File: src/rtl/spi_pkg.sv
// spi_pkg: shared types and constants for the FIFO-buffered SPI master.
//   spi_state_e  - serial engine states
//   IRQ_*        - bit positions inside irq_status / irq_en / irq_clear
//   SPI_MODE*    - {cpol, cpha} encodings of the four SPI modes
package spi_pkg;

    typedef enum logic [2:0] {
        IDLE,
        LEAD,
        SHIFT,
        TRAIL,
        GAP
    } spi_state_e;

    localparam int IRQ_DONE = 0;
    localparam int IRQ_RXAV = 1;
    localparam int IRQ_OVR  = 2;
    localparam int IRQ_TXOF = 3;

    // Bits that are held in the sticky status register; rx_avail is a live level.
    localparam logic [3:0] IRQ_STICKY_MASK = 4'b1101;

    localparam logic [1:0] SPI_MODE0 = 2'b00;
    localparam logic [1:0] SPI_MODE1 = 2'b01;
    localparam logic [1:0] SPI_MODE2 = 2'b10;
    localparam logic [1:0] SPI_MODE3 = 2'b11;

endpackage

File: src/rtl/spi_sync_fifo.sv
// spi_sync_fifo: synchronous first-word fall-through FIFO.
//   clk, rst_n  - clock, async active-low reset (contents cleared to zero)
//   push        - write push_data when accepted
//   pop         - advance head; ignored when empty
//   pop_data    - current head (holds when empty)
//   full, empty - flags from the pre-edge occupancy
//   level       - occupancy 0..DEPTH
// A push into a full FIFO is accepted only when a pop happens in the same
// cycle. Callers that must reject writes on full regardless gate push with
// !full themselves.
module spi_sync_fifo #(
    parameter int WIDTH = 16,
    parameter int DEPTH = 8
) (
    input  logic                     clk,
    input  logic                     rst_n,
    input  logic                     push,
    input  logic [WIDTH-1:0]         push_data,
    input  logic                     pop,
    output logic [WIDTH-1:0]         pop_data,
    output logic                     full,
    output logic                     empty,
    output logic [$clog2(DEPTH):0]   level
);

    localparam int AW = $clog2(DEPTH);

    logic [WIDTH-1:0] mem [DEPTH];
    logic [AW-1:0]    wr_ptr;
    logic [AW-1:0]    rd_ptr;
    logic [AW:0]      cnt;
    logic             do_push;
    logic             do_pop;

    assign full     = (cnt == (AW+1)'(DEPTH));
    assign empty    = (cnt == '0);
    assign level    = cnt;
    assign pop_data = mem[rd_ptr];

    assign do_pop  = pop && !empty;
    assign do_push = push && (!full || do_pop);

    always_ff @(posedge clk or negedge rst_n) begin
        if (!rst_n) begin
            for (int i = 0; i < DEPTH; i++) mem[i] <= '0;
            wr_ptr <= '0;
            rd_ptr <= '0;
            cnt    <= '0;
        end else begin
            if (do_push) begin
                mem[wr_ptr] <= push_data;
                wr_ptr      <= wr_ptr + 1'b1;
            end
            if (do_pop) rd_ptr <= rd_ptr + 1'b1;
            case ({do_push, do_pop})
                2'b10:   cnt <= cnt + 1'b1;
                2'b01:   cnt <= cnt - 1'b1;
                default: cnt <= cnt;
            endcase
        end
    end

endmodule

File: src/rtl/spi_master_fifo.sv
// spi_master_fifo: SPI master with TX/RX FIFOs, runtime CPOL/CPHA, fixed
// SCLK divider, chip-select-held bursts and a maskable sticky interrupt.
//   clk, rst_n              - system clock, async active-low reset
//   cfg_cpol, cfg_cpha      - SPI mode, latched at frame start
//   slave_sel               - target slave index, latched at frame start
//   tx_wr_en/tx_wr_data     - host push into TX FIFO; tx_full, tx_level
//   rx_rd_en/rx_rd_data     - host pop of RX FIFO (fall-through); rx_empty, rx_level
//   irq_en, irq_clear       - interrupt mask, write-1-to-clear
//   irq_status, irq         - raw status, registered masked OR
//   busy                    - engine not idle
//   sclk, mosi, miso, ss_n  - SPI pins
module spi_master_fifo
    import spi_pkg::*;
#(
    parameter int DATA_WIDTH = 16,
    parameter int NUM_SLAVES = 2,
    parameter int FIFO_DEPTH = 8,
    parameter int CLK_DIV    = 4,
    parameter int SSW        = (NUM_SLAVES > 1) ? $clog2(NUM_SLAVES) : 1,
    parameter int LW         = $clog2(FIFO_DEPTH) + 1
) (
    input  logic                  clk,
    input  logic                  rst_n,
    input  logic                  cfg_cpol,
    input  logic                  cfg_cpha,
    input  logic [SSW-1:0]        slave_sel,
    input  logic                  tx_wr_en,
    input  logic [DATA_WIDTH-1:0] tx_wr_data,
    output logic                  tx_full,
    output logic [LW-1:0]         tx_level,
    input  logic                  rx_rd_en,
    output logic [DATA_WIDTH-1:0] rx_rd_data,
    output logic                  rx_empty,
    output logic [LW-1:0]         rx_level,
    input  logic [3:0]            irq_en,
    input  logic [3:0]            irq_clear,
    output logic [3:0]            irq_status,
    output logic                  irq,
    output logic                  busy,
    output logic                  sclk,
    output logic                  mosi,
    input  logic                  miso,
    output logic [NUM_SLAVES-1:0] ss_n
);

    localparam int DW    = DATA_WIDTH;
    localparam int DIVW  = (CLK_DIV > 1) ? $clog2(CLK_DIV) : 1;
    localparam int HW    = $clog2(2 * DW);
    localparam logic [HW-1:0] LAST_HALF = HW'(2 * DW - 1);

    spi_state_e       state, state_d;
    logic [DIVW-1:0]  div_cnt;
    logic [HW-1:0]    half_cnt;
    logic [HW-1:0]    edge_half;
    logic             div_done;
    logic             cpol_l, cpha_l;
    logic [SSW-1:0]   sel_l;
    logic [DW-1:0]    tx_sr, rx_sr;
    logic [DW-1:0]    tx_head;
    logic             tx_empty, rx_full;
    logic             tx_pop, rx_push, start, ss_release, edge_en;
    logic             cpha_eff, sample;
    logic [3:0]       sts, sts_set;

    function automatic logic [NUM_SLAVES-1:0] ss_decode(input logic [SSW-1:0] s);
        for (int i = 0; i < NUM_SLAVES; i++) ss_decode[i] = !(s == SSW'(i));
    endfunction

    // Host writes on full are rejected outright, even against a same-cycle pop.
    spi_sync_fifo #(.WIDTH(DW), .DEPTH(FIFO_DEPTH)) u_tx_fifo (
        .clk       (clk),
        .rst_n     (rst_n),
        .push      (tx_wr_en && !tx_full),
        .push_data (tx_wr_data),
        .pop       (tx_pop),
        .pop_data  (tx_head),
        .full      (tx_full),
        .empty     (tx_empty),
        .level     (tx_level)
    );

    // A completed word may enter a full RX FIFO when the host pops that cycle.
    spi_sync_fifo #(.WIDTH(DW), .DEPTH(FIFO_DEPTH)) u_rx_fifo (
        .clk       (clk),
        .rst_n     (rst_n),
        .push      (rx_push),
        .push_data (rx_sr),
        .pop       (rx_rd_en),
        .pop_data  (rx_rd_data),
        .full      (rx_full),
        .empty     (rx_empty),
        .level     (rx_level)
    );

    assign div_done = (div_cnt == DIVW'(CLK_DIV - 1));
    assign busy     = (state != IDLE);
    // A burst continuation keeps the mode latched at the first frame.
    assign cpha_eff = (state == IDLE) ? cfg_cpha : cpha_l;
    // Even half-periods open with the leading edge; CPHA picks which edge samples.
    assign sample   = ~edge_half[0] ^ cpha_l;

    always_ff @(posedge clk or negedge rst_n) begin
        if (!rst_n) state <= IDLE;
        else        state <= state_d;
    end

    always_comb begin
        state_d    = state;
        tx_pop     = 1'b0;
        rx_push    = 1'b0;
        start      = 1'b0;
        ss_release = 1'b0;
        edge_en    = 1'b0;
        edge_half  = half_cnt + 1'b1;
        case (state)
            IDLE: begin
                if (!tx_empty) begin
                    tx_pop  = 1'b1;
                    start   = 1'b1;
                    state_d = LEAD;
                end
            end
            LEAD: begin
                if (div_done) begin
                    edge_en   = 1'b1;
                    edge_half = '0;
                    state_d   = SHIFT;
                end
            end
            SHIFT: begin
                if (div_done) begin
                    if (half_cnt == LAST_HALF) begin
                        rx_push = 1'b1;
                        state_d = TRAIL;
                    end else begin
                        edge_en = 1'b1;
                    end
                end
            end
            TRAIL: begin
                if (div_done) begin
                    if (!tx_empty && slave_sel == sel_l) begin
                        tx_pop  = 1'b1;
                        start   = 1'b1;
                        state_d = LEAD;
                    end else begin
                        ss_release = 1'b1;
                        state_d    = GAP;
                    end
                end
            end
            GAP: begin
                if (div_done) state_d = IDLE;
            end
            default: state_d = IDLE;
        endcase
    end

    always_ff @(posedge clk or negedge rst_n) begin
        if (!rst_n) begin
            div_cnt  <= '0;
            half_cnt <= '0;
            sclk     <= 1'b0;
            mosi     <= 1'b0;
            ss_n     <= '1;
            cpol_l   <= 1'b0;
            cpha_l   <= 1'b0;
            sel_l    <= '0;
            tx_sr    <= '0;
            rx_sr    <= '0;
        end else begin
            if (state == IDLE || div_done) div_cnt <= '0;
            else                           div_cnt <= div_cnt + 1'b1;

            if (state == IDLE) sclk <= cfg_cpol;
            else if (edge_en)  sclk <= ~sclk;

            if (start) begin
                if (state == IDLE) begin
                    cpol_l <= cfg_cpol;
                    cpha_l <= cfg_cpha;
                    sel_l  <= slave_sel;
                    ss_n   <= ss_decode(slave_sel);
                end
                // CPHA=0 puts the MSB out now, so the register holds the rest.
                if (cpha_eff) begin
                    tx_sr <= tx_head;
                end else begin
                    tx_sr <= {tx_head[DW-2:0], 1'b0};
                    mosi  <= tx_head[DW-1];
                end
            end

            if (edge_en) begin
                half_cnt <= edge_half;
                if (sample) begin
                    rx_sr <= {rx_sr[DW-2:0], miso};
                end else begin
                    mosi  <= tx_sr[DW-1];
                    tx_sr <= {tx_sr[DW-2:0], 1'b0};
                end
            end

            if (ss_release) ss_n <= '1;
        end
    end

    always_comb begin
        sts_set           = '0;
        sts_set[IRQ_DONE] = rx_push;
        sts_set[IRQ_OVR]  = rx_push && rx_full && !rx_rd_en;
        sts_set[IRQ_TXOF] = tx_wr_en && tx_full;
    end

    always_comb begin
        irq_status           = sts;
        irq_status[IRQ_RXAV] = !rx_empty;
    end

    // Set wins over a same-cycle clear.
    always_ff @(posedge clk or negedge rst_n) begin
        if (!rst_n) begin
            sts <= '0;
            irq <= 1'b0;
        end else begin
            sts <= ((sts & ~irq_clear) | sts_set) & IRQ_STICKY_MASK;
            irq <= |(irq_status & irq_en);
        end
    end

endmodule

File: config.mk
export PLATFORM = sky130hd
export DESIGN_NAME = spi_master_fifo
export DESIGN_NICKNAME = d
export VERILOG_FILES = /design/src/rtl/spi_pkg.sv /design/src/rtl/spi_sync_fifo.sv /design/src/rtl/spi_master_fifo.sv
export SDC_FILE = /design/constraint.sdc
export NUM_CORES = 1
export LEC_CHECK = 0
export CAP_MARGIN = 20
export CELL_PAD_IN_SITES_DETAIL_PLACEMENT = 1
export CELL_PAD_IN_SITES_GLOBAL_PLACEMENT = 1
export CORE_MARGIN = 2
export CORE_UTILIZATION = 45
export DETAILED_ROUTE_END_ITERATION = 10
export GPL_TIMING_DRIVEN = 0
export PLACE_DENSITY = 0.73
export SLEW_MARGIN = 20
export SYNTH_ARGS = -nofsm -noshare
export SYNTH_HDL_FRONTEND = slang
export SYNTH_SLANG_ARGS = --single-unit
File: constraint.sdc
create_clock -name clk -period 2.5 [get_ports clk]
set_input_delay 0.5 -clock clk [delete_from_list [all_inputs] [get_ports clk]]
set_output_delay 0.5 -clock clk [all_outputs]
set_load 0.05 [all_outputs]
Fig. 1: signal wires by layer
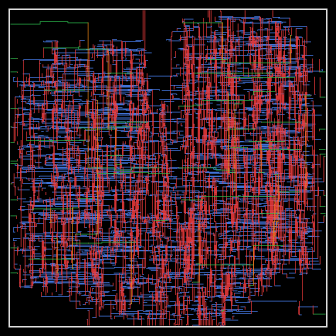
[red] met2 | wire length: 19,300 µm
[green] met3 | wire length: 1,050 µm
[orange] met4 | wire length: 677 µm
[blue] met1 | wire length: 15,700 µm
via count: 9,268
WL/cell: 21.9 µm

Fig. 2: cell area per tile
The die is cut into 19 by 19 equal tiles; white is low, dark blue is high, 0 to 100% covered.
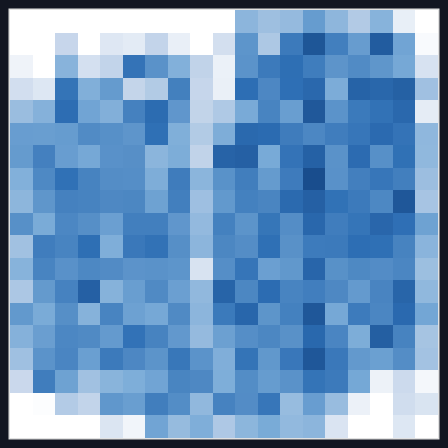
nearly empty tiles: 7.2%
fullest tile: 88%
tiles over 75% full: 9.7%
Initial Utilization: 45.6%
Final Util: 56.6%
core area: 33,400 µm²

==> results.yml <==
# yosys + openroad results
timing:
  skew_ns: 0.0171
  hold_violations: 0
  finalSetupViolations: 16
  fin_ws_ns: -0.231
finish:
  dominant_cells: "flip-flops and latches"
  finish.instance_area_um2: 18900
  inv_count: 17
critical_path:
  critical_path_class: "register to output port"
  cp_top_family: "multiplexers"
power:
  comb-power_mw: 8.37
  totalPowerFinal_mw: 22.1
  p_leak_nw: 8.65
  pg_seq_mw: 7.73
  p_comb_share_pct: 37.9
  power.clock.total_mw: 5.97
  switching_power_mw: 7.37
outcome:
  status: "finished with violations"
  violations: "setup timing"
logic_synthesis:
  synth_nets: 1099
  ys_chip_area_um2: 15300
  mux_area_share_pct: 31.8
  ys_sh_xor_pct: 1.15
  syn_area_per_cell_um2: 14.5
  ys.flop_type: "dfrtp_1"
  synth.cellmix.compoundShare_pct: 4.76
global_routing:
  grt_pass1_vias: 10400
drt:
  top_layer_used: "met4"
  drt-total-wl_mm: 36.8
  dr_wl_met3_mm: 1.05
  dr.pass1.iters: 4
Fig. 3: congestion heat map
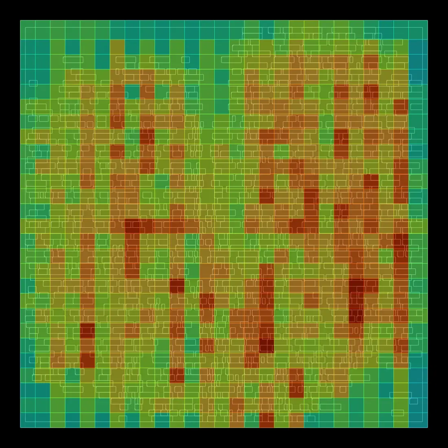
M2 GR Usage: 38.8%
GRT met1 Usage: 27.7%
GRT Total Usage: 21.7%
gr busiest metal: met2

Fig. 4: logic cells by family
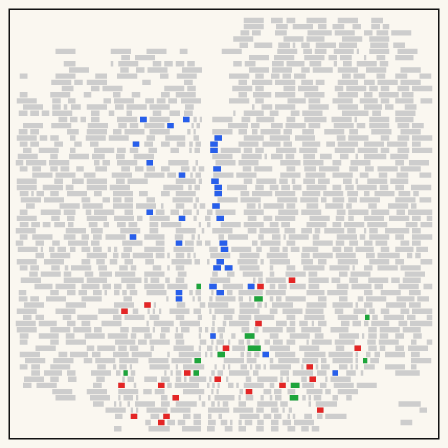
[red] XOR/XNOR gates | cells: 20 | most used: xnor2_1 | where: bottom centre
[blue] AND-OR and OR-AND gates | cells: 32 | most used: a221o_1 | where: centre
[green] AND and OR gates | cells: 12 | most used: or3_1
Top cell excl fill/tap: dfrtp_1
fraction of area in multi-input gates: 36.5%
post-route insts no fill: 1,681

Power figures rest on the tool's default switching activity, not on a simulated workload.
